File: src/rtl/display_ctrl_pkg.sv
// Shared types and constants for the stopwatch display sequencing path.
package display_ctrl_pkg;

  // Width of the chase position bus driven to the display mux.
  localparam int A2_W = 3;

  // Default number of chase positions; a2 wraps from DEF_CHASE_LEN-1 to 0.
  localparam int DEF_CHASE_LEN = 7;

  // Sequencer state: NORMAL or one of three mutually exclusive error displays.
  typedef enum logic [1:0] {
    NORMAL     = 2'd0,
    ERR_OVER   = 2'd1,
    ERR_OVER_T = 2'd2,
    ERR_CHG    = 2'd3
  } disp_state_t;

endpackage : display_ctrl_pkg

File: src/rtl/tick_prescaler.sv
// Free-running divider producing a one-cycle display tick every TICK_DIV clocks.
module tick_prescaler #(
  parameter int TICK_DIV = 25_000_000
) (
  input  logic clk,
  input  logic reset,
  output logic tick
);

  localparam int CNT_W = (TICK_DIV > 2) ? $clog2(TICK_DIV) : 1;
  localparam logic [CNT_W-1:0] CNT_LAST = CNT_W'(TICK_DIV - 1);

  logic [CNT_W-1:0] count;

  // Count 0..TICK_DIV-1 and wrap; the terminal value is the tick.
  always_ff @(posedge clk) begin
    if (!reset) begin
      count <= '0;
    end else if (count == CNT_LAST) begin
      count <= '0;
    end else begin
      count <= count + CNT_W'(1);
    end
  end

  assign tick = (count == CNT_LAST);

endmodule : tick_prescaler

File: src/rtl/display_sequencer.sv
// Sequencing controller for the stopwatch seven-segment display mux.
//
// state      | meaning
// -----------+-----------------------------------------------------------
// NORMAL     | no error shown; mode presses toggle the page while stopped
// ERR_OVER   | start pressed while running on the digit page
// ERR_OVER_T | start pressed while running on the time page
// ERR_CHG    | page change attempted while running
//
// Error states hold for ERR_HOLD display ticks after the last same-class
// press; presses of the other class are ignored until NORMAL is re-entered.
module display_sequencer
  import display_ctrl_pkg::*;
#(
  parameter int TICK_DIV  = 25_000_000,
  parameter int ERR_HOLD  = 4,
  parameter int CHASE_LEN = DEF_CHASE_LEN
) (
  input  logic            clk,
  input  logic            reset,
  input  logic            start_btn,
  input  logic            mode_btn,
  input  logic            run,
  output logic [A2_W-1:0] a2,
  output logic            signal,
  output logic            mood,
  output logic            error_over_start,
  output logic            error_over_start_time,
  output logic            error_changing
);

  localparam int HOLD_W = (ERR_HOLD > 1) ? $clog2(ERR_HOLD + 1) : 1;
  localparam logic [HOLD_W-1:0] HOLD_LAST = HOLD_W'(ERR_HOLD - 1);
  localparam logic [A2_W-1:0]   A2_LAST   = A2_W'(CHASE_LEN - 1);

  logic              tick;
  logic              start_prev;
  logic              mode_prev;
  logic              rise_start;
  logic              rise_mode;
  logic              over_evt;
  logic              chg_evt;
  logic              same_evt;
  disp_state_t       state;
  logic [HOLD_W-1:0] hold;

  tick_prescaler #(
    .TICK_DIV(TICK_DIV)
  ) u_prescaler (
    .clk  (clk),
    .reset(reset),
    .tick (tick)
  );

  // Button press detection; edge registers preset to 1 so a button held
  // through reset release is not seen as a press.
  always_ff @(posedge clk) begin
    if (!reset) begin
      start_prev <= 1'b1;
      mode_prev  <= 1'b1;
    end else begin
      start_prev <= start_btn;
      mode_prev  <= mode_btn;
    end
  end

  assign rise_start = start_btn & ~start_prev;
  assign rise_mode  = mode_btn & ~mode_prev;
  assign over_evt   = rise_start & run;
  assign chg_evt    = rise_mode & run;

  // A press of the class that caused the current error restarts its hold.
  always_comb begin
    same_evt = 1'b0;
    case (state)
      ERR_OVER, ERR_OVER_T: same_evt = over_evt;
      ERR_CHG:              same_evt = chg_evt;
      default:              same_evt = 1'b0;
    endcase
  end

  // Chase position steps on ticks while running and parks at 0 when stopped.
  always_ff @(posedge clk) begin
    if (!reset) begin
      a2     <= '0;
      signal <= 1'b0;
    end else begin
      signal <= run;
      if (!run) begin
        a2 <= '0;
      end else if (tick) begin
        a2 <= (a2 == A2_LAST) ? '0 : a2 + A2_W'(1);
      end
    end
  end

  // Error/page FSM with its hold counter; over-start beats a simultaneous
  // mode press, and mood only ever changes from NORMAL while stopped.
  always_ff @(posedge clk) begin
    if (!reset) begin
      state <= NORMAL;
      hold  <= '0;
      mood  <= 1'b0;
    end else begin
      case (state)
        NORMAL: begin
          hold <= '0;
          if (over_evt) begin
            state <= mood ? ERR_OVER_T : ERR_OVER;
          end else if (chg_evt) begin
            state <= ERR_CHG;
          end else if (rise_mode) begin
            mood <= ~mood;
          end
        end
        default: begin
          if (same_evt) begin
            hold <= '0;
          end else if (tick) begin
            if (hold == HOLD_LAST) begin
              state <= NORMAL;
              hold  <= '0;
            end else begin
              hold <= hold + HOLD_W'(1);
            end
          end
        end
      endcase
    end
  end

  // Error flags decode straight from the state register.
  assign error_over_start      = (state == ERR_OVER);
  assign error_over_start_time = (state == ERR_OVER_T);
  assign error_changing        = (state == ERR_CHG);

endmodule : display_sequencer
File: config.mk
export PLATFORM = sky130hd
export DESIGN_NAME = display_sequencer
export DESIGN_NICKNAME = d
export VERILOG_FILES = /design/src/rtl/display_ctrl_pkg.sv /design/src/rtl/tick_prescaler.sv /design/src/rtl/display_sequencer.sv
export SDC_FILE = /design/constraint.sdc
export NUM_CORES = 1
export LEC_CHECK = 0
export CORE_AREA = 2 2 58 60
export CTS_CLUSTER_SIZE = 16
export DETAILED_ROUTE_END_ITERATION = 10
export DIE_AREA = 0 0 60 62
export PLACE_DENSITY = 0.81
export SYNTH_ARGS = -nofsm -noshare
export SYNTH_HDL_FRONTEND = slang
export SYNTH_SLANG_ARGS = --single-unit
export TNS_END_PERCENT = 5
File: constraint.sdc
create_clock -name clk -period 5 [get_ports clk]
set_input_delay 0.5 -clock clk [delete_from_list [all_inputs] [get_ports clk]]
set_output_delay 0.5 -clock clk [all_outputs]
set_load 0.02 [all_outputs]
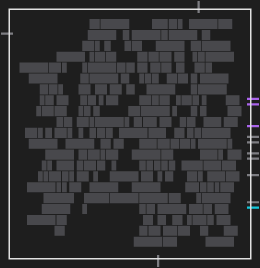
Fig. 1. Pin map (run 1).
Drawn at 4 px/um. Pins as bars across the die edge, other pins in grey.
- purple: a2 (pins 3; direction output; edge right)
- cyan: mood (pins 1; direction output; edge right)
- all pins by edge: 10 right, 1 left, 1 top, 1 bottom
die width: 60 um
height of the chip: 62 um
quantity of I/O buffers inserted on ports: 12

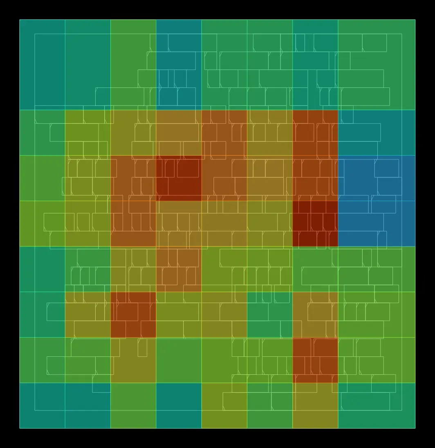
Fig. 2. Congestion heat map (run 1).
met3 GRT Util: 5.80%
Final Core Density: 63.9%

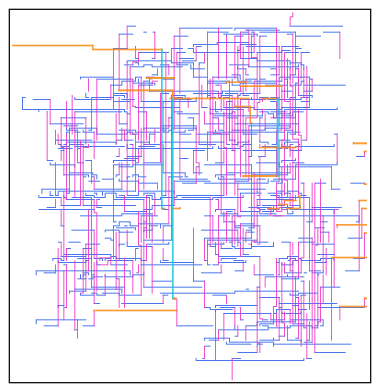
Fig. 3. Routed metal, one colour a layer (run 1).
Drawn at 6 px/um.
- cyan: metal 4 (wire length 72.8 um)
- blue: metal 1 (wire length 1,720 um)
- magenta: metal 2 (wire length 1,760 um)
- orange: metal 3 (wire length 128 um)
global router's overall resource usage: 21.4%
sum of routed wire length over all layers: 3690 um
average wire length per cell after detail routing: 14.0 um
via total after detailed routing: 1,542

==> out/notes.md, run 1 <==
The run finished with clean final reports. Tap insertion was completed with 46 tapcells. Looking at the clock tree report, the H-tree level count equals 2.

The number of cells after detailed placement is 255. The repair_antennas step left the layout with diodes totalling 0. Detailed placement reports a standard cell area of 0.00198 mm^2. The startpoint identified for the worst register-to-register timing path is u_prescaler.count[0]$_SDFF_PP0_. The tools report the type of element launching the critical path as a flop. Average via count per standard cell: 5.86. On met2, the global router reports a usage of 34.3%. Leaving out fill and tap cells, the most frequent cells in the layout are sky130_fd_sc_hd__dfxtp_1 (37), sky130_fd_sc_hd__nor2_1 (21), sky130_fd_sc_hd__a21oi_1 (14), sky130_fd_sc_hd__nand4_1 (12), sky130_fd_sc_hd__clkdlybuf4s50_1 (12).

With the combinational share of power at 5.7%, the net switching share of the total power is 25.4%. The worst path in the final design needs a cycle of 2440 ps, including I/O delays and setup. The internal power of the cells is 365 uW. The most critical min-delay path falls under flop to flop. At the later pin of the worst-skew pair, clock insertion delay measures 360 ps. The critical path crosses 5 cells after its start point.

For this run, the chip area from Yosys synthesis comes to 0.00186 mm^2. The critical path contains buffers and inverters numbering 0 combined. The share of cell area taken by muxes after synthesis is 1.08%.

After legalization and detailed placement, the total HPWL measured 2600 um. Per report_power, the Sequential row totals 304 uW. The average size of a mapped cell is 8.97 um^2, and the data required time at the worst endpoint is 5200 ps. Per the detail_route log, met3 wirelength is 127 um. Leaving out the clock tree, the finished layout contains an inverter count of 8. For reference, simple AND, OR, NAND and NOR cells occupy 30.3% of the area reported after synthesis.

Per the area breakdown, the dominant cell category is combinational gates. The run gives 48.7% for the period utilization.
--- run 2 (diff from run 1) ---
CORE_AREA = 2 2 63 65   (was 2 2 58 60)
DIE_AREA = 0 0 65 67   (was 0 0 60 62)
PLACE_DENSITY = 0.73   (was 0.81)
clock period = 2 ns   (was 5 ns; I/O delays follow)
==> run 2 against run 1 <==
  * Via count down 0.45%
  * Sequential power up 150%
  * Clock skew down 7.3 ps
  * Count of clock-buffer cells in the layout up 2
  * Sequential share of layout area down 1.7 points
  * First-iteration DRC count down 57%
  * Flip-flop count unchanged
  * Total power rose to 2.8 times the previous value
  * Combinational power rose to 3.0 times the previous value
==> out/notes.md, run 2 <==
The run gives 13.2 um for the detailed-route wire length per cell. Combinational cells account for 6.2% of the total power. The run gives 3590 um for the aggregate routed wire length.

The run gives 12 for the count of port buffers added during placement. Total length of routed met3 wires: 129 um. The tools report the launch point of the worst reg-to-reg path as u_prescaler.count[0]$_SDFF_PP0_. Detailed placement ended at an HPWL of 2460 um. The final timing summary puts the cycle share of the worst path at 91.4%. The synthesis area per yosys was 0.00186 mm^2; the count of cell instances traversed by the critical path was 5. Count of sequential standard cells: 37. The met2 track utilization from global routing is 28.5%.

The total routing usage reported by global routing is 17.8%, and the clock network latency to the later pin of the worst-skew pair is 290 ps. Internal power of the cells: 1.06 mW. The final antenna diode tally reported by the flow is 0. The cell-mix breakdown from Yosys lists the compound-gate area share as 12.9%.

The top cell types in the final layout, fill and taps aside, are sky130_fd_sc_hd__dfxtp_1 (37), sky130_fd_sc_hd__nor2_1 (21), sky130_fd_sc_hd__a21oi_1 (14), sky130_fd_sc_hd__nand4_1 (12), sky130_fd_sc_hd__clkdlybuf4s50_1 (12). Routing resource usage on met3 recorded by global route was 5.41%. For the number of cells after detailed placement, the log shows 264. Once placement finished, the instance area stood at 0.00204 mm^2. Looking at the global route congestion table, the highest-usage layer is met2. With the average via count per standard cell at 5.66, the maximum level of the CTS H-tree is 2. Simple-gate share of the synthesized area: 30.3%. The die is 67 um tall. After synthesis, the mean cell area works out to 8.97 um^2. The run gives 0 ps for the post-route setup TNS. For this block, the via count after detailed routing is 1,535. With the number of tap cells added at floorplan at 48, the end-of-flow core utilization is 59.1%. After synthesis, the share of cell area in mux cells is 1.08%. The worst setup path is launched from a flop. The layout has 8 inverters outside the clock class.

In the final design, more cell area goes to combinational gates than to any other class. The flow ran to the end, and the final reports show no timing, DRC or antenna violations. Note that the worst hold path type here is flop to flop.
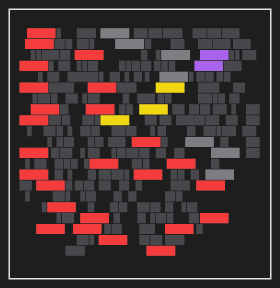
Fig. 4. Where the registers sit (run 2).
Drawn at 4 px/um. Other sequential cells in the stronger grey, the rest of the logic in the fainter grey.
- red: u_prescaler.count (placed flops 25)
- yellow: hold (placed flops 3)
- purple: state (placed flops 2)
- not coloured: 7
register share of the cell area: 34.8%
Sequential Area: 741 um^2
sequential logic power: 756 uW

--- run 3 (diff from run 2) ---
HOLD_SLACK_MARGIN = 0.03   (was default)
MAX_ROUTING_LAYER = met4   (was default)
==> run 3 against run 2 <==
  * Largest cell class unchanged
  * Maximum frequency is 0.33% lower
  * Hold slack about the same
  * Sequential share of layout area unchanged
==> out/notes.md, run 3 <==
The flow ran to the end, and the final reports show no timing, DRC or antenna violations. The cell class ranked first by area was combinational gates. The number of placed instances, taps included, is 264. The clock period could shrink to 1830 ps. The run gives 7 as the number of clock buffers in the layout.

The floorplan report lists the tap cell count as 48. The synthesized area is 0.00186 mm^2, and the total routing usage reported by global routing is 18.3%. The combinational share of power is 6.2%.

For this run, the script counts the antenna cells in the layout as 0. In this run, the synthesized area fraction spent on AND-OR/OR-AND gates is recorded as 12.9%. After detailed placement, the total cell area comes to 0.00204 mm^2.

Of the total synthesized cell area, the portion taken by AND, OR, NAND and NOR gates is 30.3%. By instance count after routing, the leading logic cell types are sky130_fd_sc_hd__dfxtp_1 (37), sky130_fd_sc_hd__nor2_1 (21), sky130_fd_sc_hd__a21oi_1 (14), sky130_fd_sc_hd__nand4_1 (12), sky130_fd_sc_hd__clkdlybuf4s50_1 (12). The multi-input combinational cells in the finished layout cover a total of 0.00103 mm^2.

The clock network latency to the later pin of the worst-skew pair is 290 ps. The timing report notes that buffer and inverter cells on the critical path total 0. Per the layout report, the design carries 8 non-clock inverters.

Count of sequential standard cells: 37. OpenSTA lists the critical path startpoint as u_prescaler.count[0]$_SDFF_PP0_. Type of element launching the critical path: a flop. The worst register-to-register path begins at u_prescaler.count[0]$_SDFF_PP0_.

The count of port buffers added during placement works out to 12. The layout report gives the register share of total cell area as 34.8%. The run gives 13.3 um for the detailed-route wire length per cell.

All stages included, the depth of the critical timing path comes to 5. The routed design uses 117 um of met3 wire. The layer flagged by global routing as most heavily used is met2. The tools report the maximum level of the CTS H-tree as 2. STA reports the tightest min-delay check as being of type flop to flop.

The run gives 5.41% for the global-route track usage on met3. The average via count per standard cell is 5.66. The endpoint of the worst hold-timing path was hold[2]$_SDFFE_PP0N_. Data on the critical path arrives at its endpoint at 2060 ps. The sum of net half-perimeters after detailed placement is 2460 um, and the x dimension of the die is 65 um.

Data required time at the worst endpoint: 2230 ps.
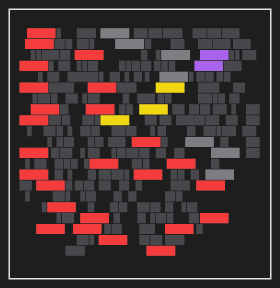
Fig. 5. Where the registers sit (run 3).
Drawn at 4 px/um. Other sequential cells in the stronger grey, the rest of the logic in the fainter grey.
- purple: state (placed flops 2)
- red: u_prescaler.count (placed flops 25)
- yellow: hold (placed flops 3)
Final Core Density: 59.1%


==> screenshots <==
Nets reached from selected ports.
Drawn at 6 px/um.
picture 1
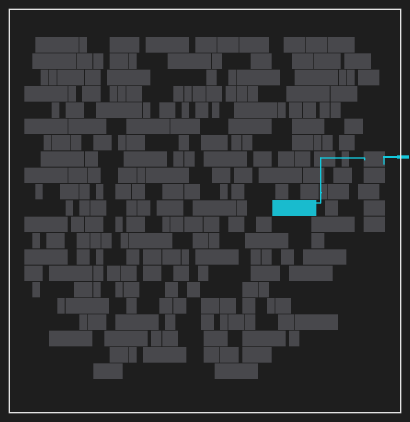
picture 2
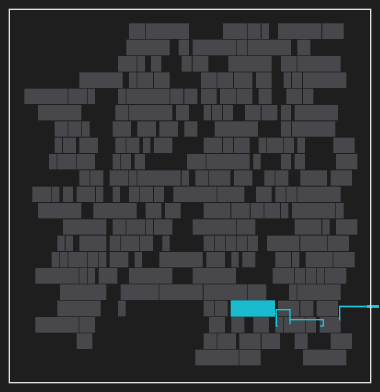
- largest die: picture 1
run 3: picture 1
run 1: picture 2

Key to picture 2:
- cyan: mood (direction output; edge right; end cells 1; wire 21.6 um)

No activity file was given, so power comes from the tool's default toggle rates.
